$ cat src/rtl/cache_pkg.sv
// Shared definitions for the cache controller and its request arbiter:
// address geometry and the arbiter state encoding.
package cache_pkg;

    localparam int ADDR_W   = 32;
    localparam int INDEX_W  = 7;
    localparam int TAG_W    = 19;
    localparam int OFFSET_W = ADDR_W - INDEX_W - TAG_W;

    typedef enum logic [0:0] {
        ARB_IDLE = 1'b0,
        ARB_BUSY = 1'b1
    } arb_state_t;

    // Tag field of a cache address (upper TAG_W bits).
    function automatic logic [TAG_W-1:0] addr_tag(input logic [ADDR_W-1:0] addr);
        return addr[ADDR_W-1 -: TAG_W];
    endfunction

    // Set index field of a cache address (bits just above the line offset).
    function automatic logic [INDEX_W-1:0] addr_index(input logic [ADDR_W-1:0] addr);
        return addr[OFFSET_W +: INDEX_W];
    endfunction

endpackage

$ cat src/rtl/rr_priority_picker.sv
// Round-robin priority picker: chooses the first set request bit searching
// upward from last+1 and wrapping to 0. Purely combinational.
module rr_priority_picker #(
    parameter int NUM_REQ = 2
) (
    input  logic [NUM_REQ-1:0] req_vec,
    input  logic [1:0]         last,
    output logic [NUM_REQ-1:0] grant,
    output logic [1:0]         grant_idx
);

    logic [NUM_REQ-1:0] grant_s;
    logic [1:0]         grant_idx_s;
    logic               found_s;
    logic               take_s;

    // Two-pass search: indices above last first, then wrap to 0..last.
    always_comb begin
        grant_s     = '0;
        grant_idx_s = 2'd0;
        found_s     = 1'b0;
        take_s      = 1'b0;
        for (int i = 0; i < NUM_REQ; i++) begin
            take_s      = req_vec[i] & (i > int'(last)) & ~found_s;
            grant_s[i]  = grant_s[i] | take_s;
            grant_idx_s = grant_idx_s | ({2{take_s}} & 2'(i));
            found_s     = found_s | take_s;
        end
        for (int i = 0; i < NUM_REQ; i++) begin
            take_s      = req_vec[i] & (i <= int'(last)) & ~found_s;
            grant_s[i]  = grant_s[i] | take_s;
            grant_idx_s = grant_idx_s | ({2{take_s}} & 2'(i));
            found_s     = found_s | take_s;
        end
    end

    assign grant     = grant_s;
    assign grant_idx = grant_idx_s;

endmodule

$ cat src/rtl/cache_req_arbiter.sv
// Arbiter sharing the cache controller request port between NUM_REQ
// requesters. Round-robin grant in IDLE, latched access held in BUSY until
// cache_ready or the watchdog expires, then a one-cycle done to the winner.
module cache_req_arbiter #(
    parameter int NUM_REQ = 2,
    parameter int ADDR_W  = cache_pkg::ADDR_W,
    parameter int TIMEOUT = 64
) (
    input  logic                      clk,
    input  logic                      rst,
    input  logic [NUM_REQ-1:0]        req_valid,
    input  logic [NUM_REQ-1:0]        req_write,
    input  logic [NUM_REQ*ADDR_W-1:0] req_addr,
    output logic [NUM_REQ-1:0]        req_ready,
    output logic [NUM_REQ-1:0]        done,
    output logic [ADDR_W-1:0]         cache_addr,
    output logic                      cache_read,
    output logic                      cache_write,
    input  logic                      cache_ready,
    output logic                      busy,
    output logic [1:0]                grant_id,
    output logic                      timeout_err
);

    import cache_pkg::*;

    localparam logic [1:0] LAST_RST = 2'(NUM_REQ - 1);
    localparam logic [7:0] WAIT_MAX = 8'(TIMEOUT - 1);

    arb_state_t         state_r;
    arb_state_t         state_nx_s;
    logic [NUM_REQ-1:0] pick_onehot_s;
    logic [1:0]         pick_idx_s;
    logic               any_req_s;
    logic [ADDR_W-1:0]  addr_sel_s;
    logic               write_sel_s;
    logic [NUM_REQ-1:0] done_nx_s;
    logic [NUM_REQ-1:0] req_ready_s;
    logic               busy_s;
    logic               wait_exp_s;
    logic               finish_s;

    logic [1:0]         last_r;
    logic [1:0]         grant_id_r;
    logic [ADDR_W-1:0]  cache_addr_r;
    logic               cache_read_r;
    logic               cache_write_r;
    logic [NUM_REQ-1:0] done_r;
    logic [7:0]         wait_cnt_r;
    logic               timeout_err_r;

    rr_priority_picker #(
        .NUM_REQ (NUM_REQ)
    ) u_picker (
        .req_vec   (req_valid),
        .last      (last_r),
        .grant     (pick_onehot_s),
        .grant_idx (pick_idx_s)
    );

    assign any_req_s  = |req_valid;
    assign wait_exp_s = (wait_cnt_r == WAIT_MAX);
    assign finish_s   = cache_ready | wait_exp_s;

    // One-hot AND-OR mux of the winner's address/direction and the done vector.
    always_comb begin
        addr_sel_s  = '0;
        write_sel_s = 1'b0;
        done_nx_s   = '0;
        for (int i = 0; i < NUM_REQ; i++) begin
            addr_sel_s   = addr_sel_s | ({ADDR_W{pick_onehot_s[i]}} & req_addr[i*ADDR_W +: ADDR_W]);
            write_sel_s  = write_sel_s | (pick_onehot_s[i] & req_write[i]);
            done_nx_s[i] = (grant_id_r == 2'(i));
        end
    end

    // FSM state register.
    always_ff @(posedge clk) begin
        if (rst) begin
            state_r <= ARB_IDLE;
        end else begin
            state_r <= state_nx_s;
        end
    end

    // FSM next-state: grant when any request is pending, leave BUSY on completion or watchdog.
    always_comb begin
        state_nx_s = state_r;
        case (state_r)
            ARB_IDLE: begin
                if (any_req_s) begin
                    state_nx_s = ARB_BUSY;
                end else begin
                    state_nx_s = ARB_IDLE;
                end
            end
            ARB_BUSY: begin
                if (finish_s) begin
                    state_nx_s = ARB_IDLE;
                end else begin
                    state_nx_s = ARB_BUSY;
                end
            end
            default: state_nx_s = ARB_IDLE;
        endcase
    end

    // FSM outputs: accept pulse only while IDLE, busy flag while BUSY.
    always_comb begin
        req_ready_s = '0;
        busy_s      = 1'b0;
        case (state_r)
            ARB_IDLE: begin
                req_ready_s = pick_onehot_s;
                busy_s      = 1'b0;
            end
            ARB_BUSY: begin
                req_ready_s = '0;
                busy_s      = 1'b1;
            end
            default: begin
                req_ready_s = '0;
                busy_s      = 1'b0;
            end
        endcase
    end

    // Access latches, registered strobes, done pulse, watchdog and sticky error.
    always_ff @(posedge clk) begin
        if (rst) begin
            last_r        <= LAST_RST;
            grant_id_r    <= LAST_RST;
            cache_addr_r  <= '0;
            cache_read_r  <= 1'b0;
            cache_write_r <= 1'b0;
            done_r        <= '0;
            wait_cnt_r    <= 8'd0;
            timeout_err_r <= 1'b0;
        end else begin
            done_r <= '0;
            case (state_r)
                ARB_IDLE: begin
                    wait_cnt_r <= 8'd0;
                    if (any_req_s) begin
                        cache_addr_r  <= addr_sel_s;
                        cache_read_r  <= ~write_sel_s;
                        cache_write_r <= write_sel_s;
                        last_r        <= pick_idx_s;
                        grant_id_r    <= pick_idx_s;
                    end else begin
                        cache_read_r  <= 1'b0;
                        cache_write_r <= 1'b0;
                    end
                end
                ARB_BUSY: begin
                    if (finish_s) begin
                        cache_read_r  <= 1'b0;
                        cache_write_r <= 1'b0;
                        done_r        <= done_nx_s;
                        wait_cnt_r    <= 8'd0;
                        // A completion that coincides with expiry is a normal completion.
                        timeout_err_r <= timeout_err_r | ~cache_ready;
                    end else begin
                        wait_cnt_r <= wait_cnt_r + 8'd1;
                    end
                end
                default: begin
                    cache_read_r  <= 1'b0;
                    cache_write_r <= 1'b0;
                    wait_cnt_r    <= 8'd0;
                end
            endcase
        end
    end

    assign req_ready   = req_ready_s;
    assign done        = done_r;
    assign cache_addr  = cache_addr_r;
    assign cache_read  = cache_read_r;
    assign cache_write = cache_write_r;
    assign busy        = busy_s;
    assign grant_id    = grant_id_r;
    assign timeout_err = timeout_err_r;

endmodule

$ cat config.mk
export PLATFORM = sky130hd
export DESIGN_NAME = cache_req_arbiter
export DESIGN_NICKNAME = d
export VERILOG_FILES = /design/src/rtl/cache_pkg.sv /design/src/rtl/rr_priority_picker.sv /design/src/rtl/cache_req_arbiter.sv
export SDC_FILE = /design/constraint.sdc
export NUM_CORES = 1
export LEC_CHECK = 0
export ABC_AREA = 1
export CORE_ASPECT_RATIO = 0.5
export CORE_UTILIZATION = 40
export CTS_CLUSTER_DIAMETER = 60
export DETAILED_ROUTE_END_ITERATION = 10
export HOLD_SLACK_MARGIN = 0.08
export PLACE_DENSITY = 0.89
export REMOVE_ABC_BUFFERS = 1
export SLEW_MARGIN = 20
export SYNTH_ARGS = -nofsm -noshare
export SYNTH_HDL_FRONTEND = slang
export SYNTH_HIERARCHICAL = 1
export SYNTH_SLANG_ARGS = --single-unit
$ cat constraint.sdc
create_clock -name clk -period 1.5 [get_ports clk]
set_clock_uncertainty 0.05 [all_clocks]
set_input_delay 0.45 -clock clk [delete_from_list [all_inputs] [get_ports clk]]
set_output_delay 0.45 -clock clk [all_outputs]
set_load 0.02 [all_outputs]
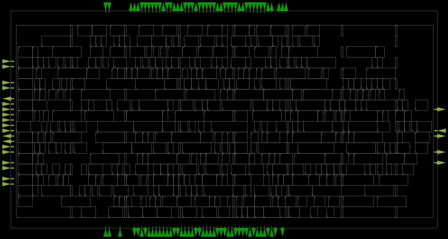
*Cell outlines without signal wires, run 1*
fraction of standard cell area that is sequential: 26.9%
site row count: 18
FFs & Latches: 48

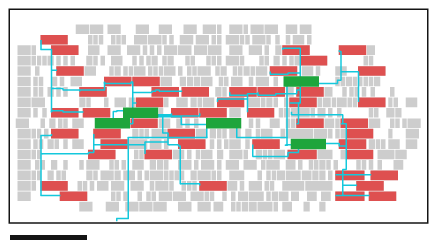
*Clock network drawn from the DEF, run 1*
Scale bar: 20 um.
[cyan] clock wires | length: 516 um
[red] flip-flops | count: 48
[green] clock-net drivers | count: 5
routed clock nets	6
power consumed by the clock network: 0.00113 W
clock power share: 31.5%
clock insertion delay at the later pin of the skew report: 0.28 ns

==> out/results.ini, run 1 <==
[final_timing]
timing.final.crit_period_ns = 1.62
setup_violations = 2
finalWorstSetupSlack_ns = -0.120
hold-worst-slack_ns = 0.410

[synthesis]
ys_sh_mux_pct = 0
post_synth_xor_area_fraction_pct = 1.15
netlist.area_leader.share_pct = 42.2
number_of_cells_in_yosys_stat = 347
mappedNetlistArea_um2 = 2280
ys_async_sr_fraction_pct = 0
fa_ha_area_share_pct = 0.550
post-synth-top-area-cell = dfxtp_1

[place]
dpl_cell_area_um2 = 3470

[layout]
dominant_cells = non-clock buffers
nFillCells = 459
mi_logic_area_um2 = 1130

[floorplanning]
fp.dieArea_um2 = 6010
overall_die_width_um = 109

[setup_path]
critPathTopFamily = buffers and inverters
cp_slowest_stage_delay_ns = 0.20
regToRegStartpoint = grant_id[0]
worstSetupEndpointType = primary output

[routing]
detail_route.iter0.violations = 105
first_pass_iters = 4
detailroute.wirelength.met3_um = 283
routed-wl-met2_um = 3220
ant_nets = 0

[global_routing]
grt_antenna_before_repair = 0

[pwr]
comb_power_share_pct = 28.0
switching_component_of_the_power_w = 0.00105
switching_share_pct = 29.1
p_per_area_nw_per_um2 = 999

[worst_hold_path]
whs_path_depth = 2

[status]
outcome = finished, violations left
violations = negative setup slack

[run]
warning_count = 27

[cts]
cts_tree = built
cts_buffer_depth = 2

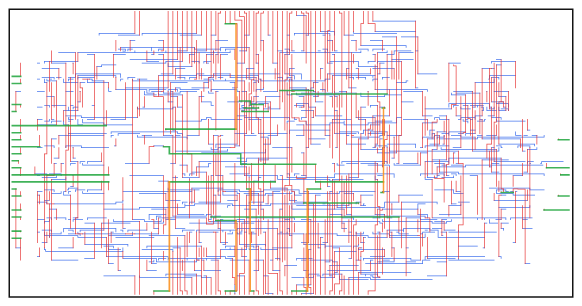
*Metal layers overlaid, run 1*
color	layer	wire length
green	M3	283 um
red	M2	3220 um
orange	M4	111 um
blue	M1	2610 um
total number of vias: 2434
total routed wirelength: 6220 um

--- run 2 (diff from run 1) ---
Settings changed: SLEW_MARGIN 20 to unset.
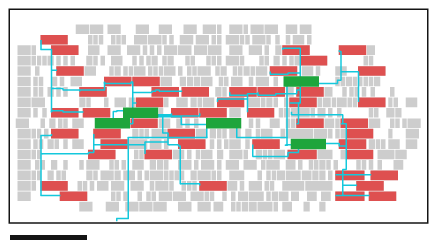
*Clock network drawn from the DEF, run 2*
Scale bar: 20 um.
[cyan] clock wires | length: 516 um
[red] flip-flops | count: 48
[green] clock-net drivers | count: 5
routed clock nets	6

==> run 2 against run 1 <==
  * The flow still finishes with violations (negative setup slack)
  * Via count stayed put
  * Sequential power hardly changed
  * Critical path depth stayed put
  * Final area unchanged
  * Critical path type unchanged
  * Largest cell class unchanged
  * Largest power group unchanged
==> out/results.ini, run 2 <==
[status]
outcome = finished, violations left
violations = negative setup slack

[layout]
mi_logic_area_um2 = 1130  ; unchanged

[final_timing]
setup_violations = 2  ; unchanged
finalWorstSetupSlack_ns = -0.120  ; unchanged
timing.final.crit_period_ns = 1.62  ; unchanged

[place]
dpl_cell_area_um2 = 3470  ; unchanged

[worst_hold_path]
whs_path_depth = 2  ; unchanged

[floorplanning]
num_rows = 18  ; unchanged

[pwr]
switching_share_pct = 29.1  ; unchanged

[cts]
cts_buffer_depth = 2  ; unchanged

[synthesis]
post_synth_xor_area_fraction_pct = 1.15  ; unchanged
number_of_cells_in_yosys_stat = 347  ; unchanged
post-synth-top-area-cell = dfxtp_1

[run]
warning_count = 27  ; unchanged

[routing]
routed-wl-met2_um = 3220  ; unchanged
ant_nets = 0  ; unchanged
first_pass_iters = 4  ; unchanged

[setup_path]
worstSetupEndpointType = primary output
cp_slowest_stage_delay_ns = 0.20  ; about the same

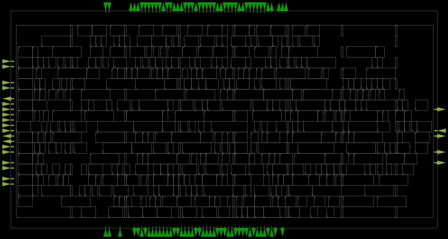
*Cell outlines without signal wires, run 2*
filler instances: 459
number of non-filler instances in the completed layout: 531
Tapcells: 70
share of the core filled with cells: 69.0%

### Signal wires on met3, run 2

Scale bar: 20 um.
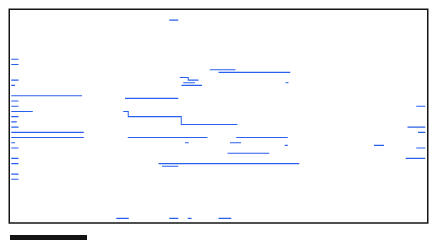

--- run 3 (diff from run 2) ---
Settings changed: SETUP_SLACK_MARGIN set to 0.1.
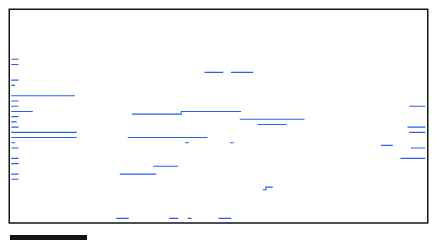
*Signal wires on met3, run 3*
Scale bar: 20 um.
share of all routed wire	3.2%
main direction	horizontal
GR met3 Demand/Resource: 4.49%
total routed wirelength: 6660 um

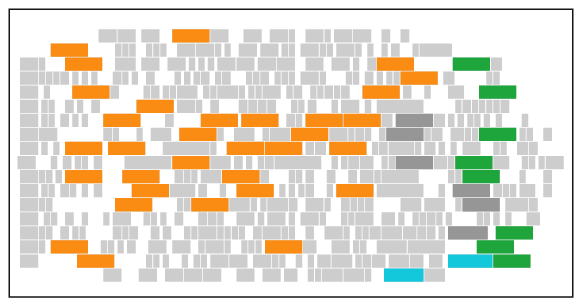
*Sequential cells grouped by signal name, run 3*
Other sequential cells in the stronger gray, the rest of the logic in the fainter gray.
color	signal	flops
orange	cache_addr	32
green	wait_cnt_r	8
cyan	grant_id	2
not colored	6
area taken by flip-flops and latches: 967 um^2
share of the core filled with cells: 68.3%
flip-flop and latch power: 0.00146 W
fraction of standard cell area that is sequential: 27.2%

==> run 3 against run 2 <==
  * The run still ends with negative setup slack left
  * Worst hold slack improved by 0.0051 ns
  * Sequential power about the same
  * Area after synthesis unchanged
  * Synthesized cell count unchanged
  * Sequential share of layout area increased by 0.36 points
  * Critical path depth decreased by 1
  * Via count increased by 0.94%
  * Non-clock buffer count unchanged
  * Critical endpoint is now req_ready[1]
  * First-iteration DRC count increased by 20%
==> out/results.ini, run 3 <==
[setup_path]
cp-endpoint = req_ready[1]
worstSetupEndpointType = primary output
cp_slowest_stage_delay_ns = 0.33  ; +0.13 ns

[final_timing]
timing.final.crit_period_ns = 1.65  ; +0.0340 ns
finalWorstSetupSlack_ns = -0.154  ; -0.0340 ns
setup_violations = 2  ; unchanged

[cts]
cts_buffer_depth = 2  ; unchanged
numCtsBuffers = 5

[status]
outcome = finished, violations left
violations = negative setup slack

[floorplanning]
num_rows = 18  ; unchanged
well_tap_count = 70  ; unchanged

[layout]
n_clock_buffer = 7
dominant_cells = multi-input combinational cells
final_layout_top_logic_cell = nand2_1
mi_logic_area_um2 = 1160  ; +2.8%
nFillCells = 460  ; +0.22%
final_cells = 533  ; +0.38%

[synthesis]
post_synth_xor_area_fraction_pct = 1.15  ; unchanged
synth-compound-area-share_pct = 9.62
average_size_of_a_mapped_cell_um2 = 6.56
post-synth-top-area-cell = dfxtp_1
number_of_cells_in_yosys_stat = 347  ; unchanged

[place]
placed_cells_incl_taps = 523

[routing]
ant_nets = 0  ; unchanged
first_pass_iters = 4  ; unchanged
routed-wl-met2_um = 3510  ; +8.9%

[run]
warning_count = 27  ; unchanged

[worst_hold_path]
whs_path_depth = 2  ; unchanged

[pwr]
pwr.group.combinational_w = 0.00102
switching_share_pct = 29.7  ; +0.59 points

Power figures rest on the tool's default switching activity, not on a simulated workload.
